==> images/placement_by_type.png <==
The bar under the picture is 20 um long.
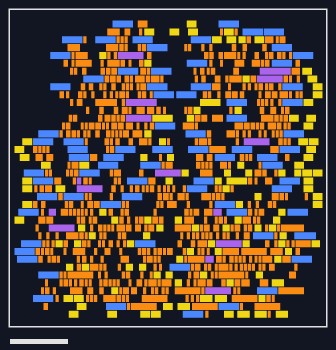
==> images/clk_routes.png <==
The bar under the picture is 20 um long.
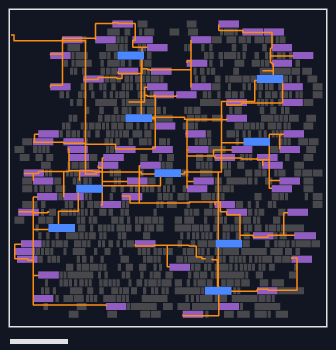
==> images/layer_met2.png <==
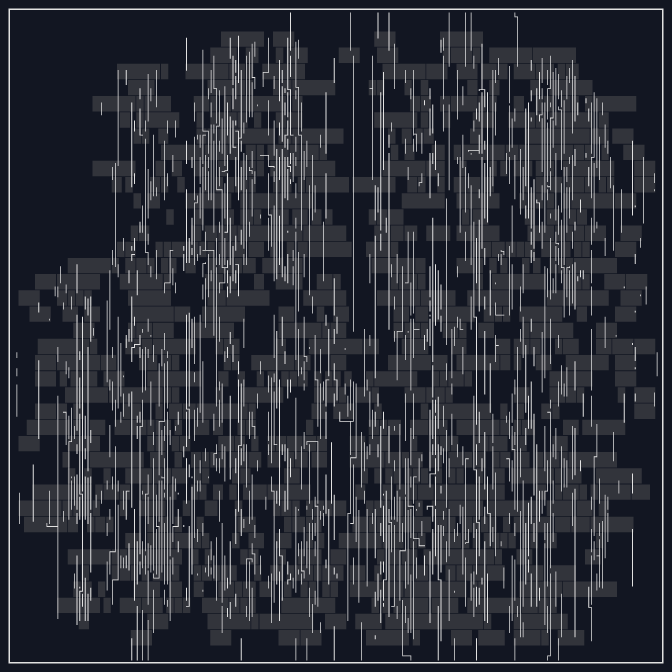
==> images/placement.png <==
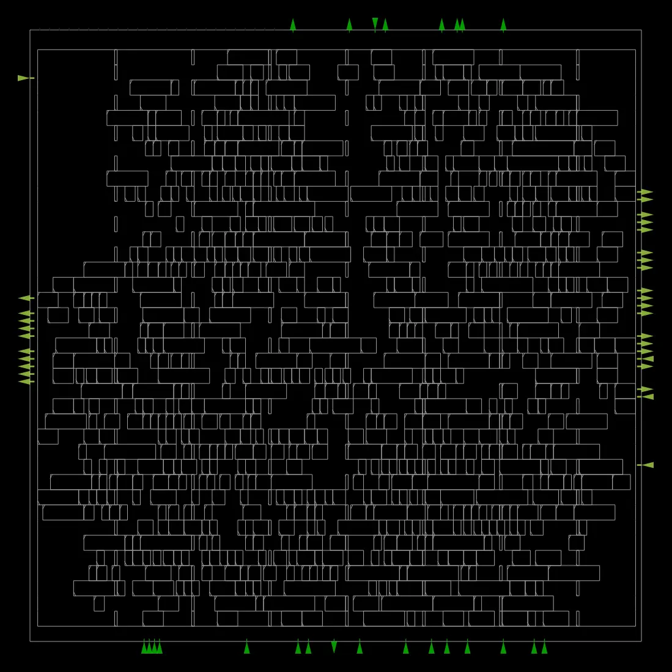
File: src/rtl/axis_adc_block_averager.sv
// Boxcar decimator for a free-running ADC stream: emits the mean of every 2^LOG2_N samples.
// Define AXIS_AVG_ROUND_EN for round-half-up; otherwise the mean is truncated.
module axis_adc_block_averager #(
  parameter int unsigned LOG2_N    = 4,
  parameter int unsigned FRAME_LEN = 256
) (
  input  logic        clk,
  input  logic        reset,
  input  logic [15:0] s_axis_tdata,
  input  logic        s_axis_tvalid,
  output logic        s_axis_tready,
  output logic [15:0] m_axis_tdata,
  output logic        m_axis_tvalid,
  input  logic        m_axis_tready,
  output logic        m_axis_tlast,
  output logic [15:0] overrun_count
);

  localparam int unsigned AccW = 16 + LOG2_N;
  localparam int unsigned CntW = (LOG2_N > 0) ? LOG2_N : 1;
  // With LOG2_N == 0 the counter is pinned at 0, so every accept completes a block.
  localparam logic [CntW-1:0] CntLast   = CntW'((2 ** LOG2_N) - 1);
  localparam logic [15:0]     FrameLast = 16'(FRAME_LEN - 1);

  typedef enum logic {StEmpty, StFull} state_e;

  state_e          state_q, state_d;
  logic            in_rdy_q;
  logic [AccW-1:0] acc_q, acc_d;
  logic [CntW-1:0] cnt_q, cnt_d;
  logic [15:0]     frame_q, frame_d;
  logic [15:0]     tdata_q, tdata_d;
  logic            tlast_q, tlast_d;
  logic [15:0]     ovr_q, ovr_d;

  logic            accept;
  logic            complete;
  logic            load;
  logic [AccW-1:0] sum;
  logic [AccW-1:0] sum_r;
  logic [15:0]     result;

  assign accept   = s_axis_tvalid & in_rdy_q;
  assign complete = accept & (cnt_q == CntLast);
  assign sum      = acc_q + AccW'(s_axis_tdata);

`ifdef AXIS_AVG_ROUND_EN
  // Max sum is 2^AccW - 2^LOG2_N, so adding half an LSB cannot overflow.
  localparam logic [AccW-1:0] Bias = AccW'((2 ** LOG2_N) / 2);
  assign sum_r = sum + Bias;
`else
  assign sum_r = sum;
`endif

  assign result = sum_r[AccW-1:LOG2_N];

  always_comb begin
    acc_d = acc_q;
    cnt_d = cnt_q;
    if (accept) begin
      acc_d = complete ? '0 : sum;
      cnt_d = complete ? '0 : cnt_q + 1'b1;
    end
  end

  always_comb begin
    state_d = state_q;
    tdata_d = tdata_q;
    tlast_d = tlast_q;
    frame_d = frame_q;
    ovr_d   = ovr_q;
    load    = 1'b0;
    unique case (state_q)
      StEmpty: begin
        if (complete) begin
          load    = 1'b1;
          state_d = StFull;
        end
      end
      StFull: begin
        if (complete) begin
          if (m_axis_tready) begin
            load = 1'b1;
          end else if (ovr_q != 16'hFFFF) begin
            ovr_d = ovr_q + 16'd1;
          end
        end else if (m_axis_tready) begin
          state_d = StEmpty;
        end
      end
    endcase
    // Only delivered results advance the frame position; drops leave it alone.
    if (load) begin
      tdata_d = result;
      tlast_d = (frame_q == FrameLast);
      frame_d = (frame_q == FrameLast) ? 16'd0 : frame_q + 16'd1;
    end
  end

  always_ff @(posedge clk) begin
    if (reset) begin
      state_q  <= StEmpty;
      in_rdy_q <= 1'b0;
      acc_q    <= '0;
      cnt_q    <= '0;
      frame_q  <= '0;
      tdata_q  <= '0;
      tlast_q  <= 1'b0;
      ovr_q    <= '0;
    end else begin
      state_q  <= state_d;
      in_rdy_q <= 1'b1;
      acc_q    <= acc_d;
      cnt_q    <= cnt_d;
      frame_q  <= frame_d;
      tdata_q  <= tdata_d;
      tlast_q  <= tlast_d;
      ovr_q    <= ovr_d;
    end
  end

  assign s_axis_tready = in_rdy_q;
  assign m_axis_tvalid = (state_q == StFull);
  assign m_axis_tdata  = tdata_q;
  assign m_axis_tlast  = tlast_q;
  assign overrun_count = ovr_q;

endmodule

File: config.mk
export PLATFORM = sky130hd
export DESIGN_NAME = axis_adc_block_averager
export DESIGN_NICKNAME = d
export VERILOG_FILES = /design/src/rtl/axis_adc_block_averager.sv
export SDC_FILE = /design/constraint.sdc
export NUM_CORES = 1
export LEC_CHECK = 0
export ABC_AREA = 1
export CAP_MARGIN = 15
export CORE_MARGIN = 1
export CORE_UTILIZATION = 40
export CTS_CLUSTER_DIAMETER = 60
export DETAILED_ROUTE_END_ITERATION = 10
export SLEW_MARGIN = 10
export SYNTH_ARGS = -nofsm -noshare
export SYNTH_HDL_FRONTEND = slang
export SYNTH_SLANG_ARGS = --single-unit
File: constraint.sdc
create_clock -name clk -period 2.17 [get_ports clk]
set_clock_uncertainty 0.15 [all_clocks]
set_input_delay 0.434 -clock clk [delete_from_list [all_inputs] [get_ports clk]]
set_output_delay 0.434 -clock clk [all_outputs]
set_load 0.005 [all_outputs]
==> results.sh <==
# implementation run metrics
export IMPL_outcome="complete, no violations"
export IMPL_path_class="in2reg"
export IMPL_cts_buffers=9
export IMPL_highest_layer="met4"
export IMPL_warning_count=27
export IMPL_cp_end_kind="register"
export IMPL_min_period_ns=2.06
export IMPL_startpoint_type="input port"
export IMPL_dpl_cell_area_sq_um=5710
export IMPL_leakage_nw=2.81
export IMPL_grtUsageTotal_pct=22.2
export IMPL_critPathMaxStageDelay_ns=0.45
export IMPL_crit_required_ns=2.28
export IMPL_ys_sh_mux_pct=0
export IMPL_clockRootBuffer="clkbuf_16"
export IMPL_cts_clk_slew_worst_paths_ns=0.06
export IMPL_num_vias=4743
export IMPL_worstPathMaxFanout=4
export IMPL_power_density_nw_per_um2=570
export IMPL_syn_area_sq_um=4630
export IMPL_first_pass_iters=5
export IMPL_grt_antenna_before_repair=0
export IMPL_top_logic_kind="simple AND/OR/NAND/NOR gates"
export IMPL_netlist_instances=697
export IMPL_ys_async_sr_fraction_pct=0
export IMPL_met1_length_um=6090
export IMPL_nets=847
export IMPL_dr_wl_met3_um=613
export IMPL_ff_type="dfxtp_1"
export IMPL_die_w_um=110
export IMPL_tns_ns=0
export IMPL_synthDistinctLibCells=48
export IMPL_grt_pass1_vias=4477
export IMPL_max_freq_ghz=0.485
export IMPL_initCoreUtil_pct=41.8
export IMPL_wire_per_inst_um=13.4
export IMPL_core_region_area_sq_um=11100
export IMPL_die_y_um=110
-- placement_by_type.png (at the start) --
blue -> flops  # cells 75, share of their area 24%
purple -> clock drivers and dummy loads  # cells 15, share of their area 5.1%
orange -> combinational and other logic  # cells 603, share of their area 53%
yellow -> other buffers and delay cells  # cells 118, share of their area 17%
Post-Layout Inst Area: 6350 sq um
Seq/total area: 23.7%
post-route core utilization: 57.3%

-- clk_routes.png (at the start) --
purple -> flip-flops  # count 75
blue -> clock drivers  # count 9
orange -> clock wires  # length 1180 um
routed clock nets = 10
flops lie = widely spread
clock share of power: 44.9%
Latency at later pin: 0.35 ns

-- layer_met2.png (at the start) --
main direction = vertical
wire length on this layer = 5820 um
share of all routed wire = 46%
longest straight run = 46.2 um
final wirelength: 12700 um
met2 Track Usage GR: 36.7%

-- placement.png (at the start) --
row count: 38
Fill cells: 1055
flip-flop and latch count: 75

==> layout make-up <==
cell class	count	area, sq um	area share [%]
multi-input combinational	509	2920	46.0
sequential	75	1500	23.7
timing repair buffer	118	1070	16.9
inverter	94	357	5.62
clock buffer	9	225	3.55
tap	140	175	2.76
clock inverter	6	90.1	1.42
==> cells in the mapped netlist (4+ instances only) <==
| cell | n | share of area [%] |
|---|---|---|
| a21oi_1 | 52 | 5.6 |
| buf_2 | 6 | 0.65 |
| buf_6 | 5 | 1.2 |
| clkbuf_1 | 8 | 0.65 |
| dfxtp_1 | 75 | 32 |
| ha_1 | 19 | 5.1 |
| inv_1 | 88 | 7.1 |
| nand2_1 | 207 | 17 |
| nand2_2 | 4 | 0.54 |
| nand3_1 | 44 | 4.8 |
| nand4_1 | 15 | 2.0 |
| nor2_1 | 55 | 4.5 |
| nor3_1 | 18 | 1.9 |
| o21a_1 | 6 | 0.97 |
| o21ai_0 | 24 | 2.6 |
| o21bai_1 | 6 | 0.97 |
| xnor2_1 | 6 | 1.1 |
| xor2_1 | 12 | 2.3 |
==> flip-flops by register name, indices dropped and copies added (netlist names) <==
register       flops
m_axis_tlast       1
overrun_count     16
m_axis_tvalid      1
acc_q             20
m_axis_tdata      16
cnt_q              4
frame_q           16
s_axis_tready      1
==> cells by family after synthesis <==
logic type      count (synthesis)
xor+xnor                       18
compound gates                 99
simple gates                  372
flops                          75
buf+inv                       113
fa+ha+maj                      20
==> what timing repair did <==
item | CTS | global route
pin swaps | 9 | 14
setup endpoints to repair | 20 | 27
setup buffers | 3 | 2
gates resized | 14 | 51
==> report_power, final <==
group,switching [W],total [W],internal [W]
registers,0.0000212,0.00142,0.00140
logic,0.000306,0.000571,0.000265
clock network,0.000620,0.00162,0.00100
total,0.000947,0.00362,0.00267
==> critical path, delay by kind of cell <==
family	cells	cell delay [ns]
buffers and inverters	3	0.58
AND/OR/NAND/NOR	5	0.43
adder cells (fa/ha/maj)	1	0.32
XOR/XNOR	1	0.23
AND-OR/OR-AND	1	0.18
==> final timing paths <==
check | slack (ns) | from | endpoint | cells past startpoint
setup / recovery | 0.11 | s_axis_tdata[5] | acc_q[7] | 11
hold / removal | 0.32 | m_axis_tlast | m_axis_tlast | 2
setup reg to reg | 0.16 | acc_q[0] | m_axis_tdata[9] | 14
hold reg to reg | 0.32 | m_axis_tlast | m_axis_tlast | 2
==> placed cells by master, fill, tap and decap left out, drive strengths merged <==
cell type	netlist	routed
nand2	212	212
inv	92	93
dfxtp	75	75
buf	11	64
nor2	59	59
a21oi	53	53
nand3	47	47
clkdlybuf4s50	0	46
o21ai	26	26
nor3	21	21
ha	19	19
nand4	16	16
xor2	12	12
clkbuf	8	9
dlymetal6s2s	0	7
o21bai	6	6
o21a	6	6
xnor2	6	6
nor3b	4	4
clkinv	2	4
or2	3	3
nand3b	3	3
nor4	3	3
o211ai	2	2
and3	2	2
and2	2	2
bufinv	0	2
a211oi	2	2
a21o	1	1
a22oi	1	1
o22ai	1	1
a31oi	1	1
fa	1	1
clkinvlp	0	1
dlygate4sd2	0	1
Power and IR drop assume default switching activity.
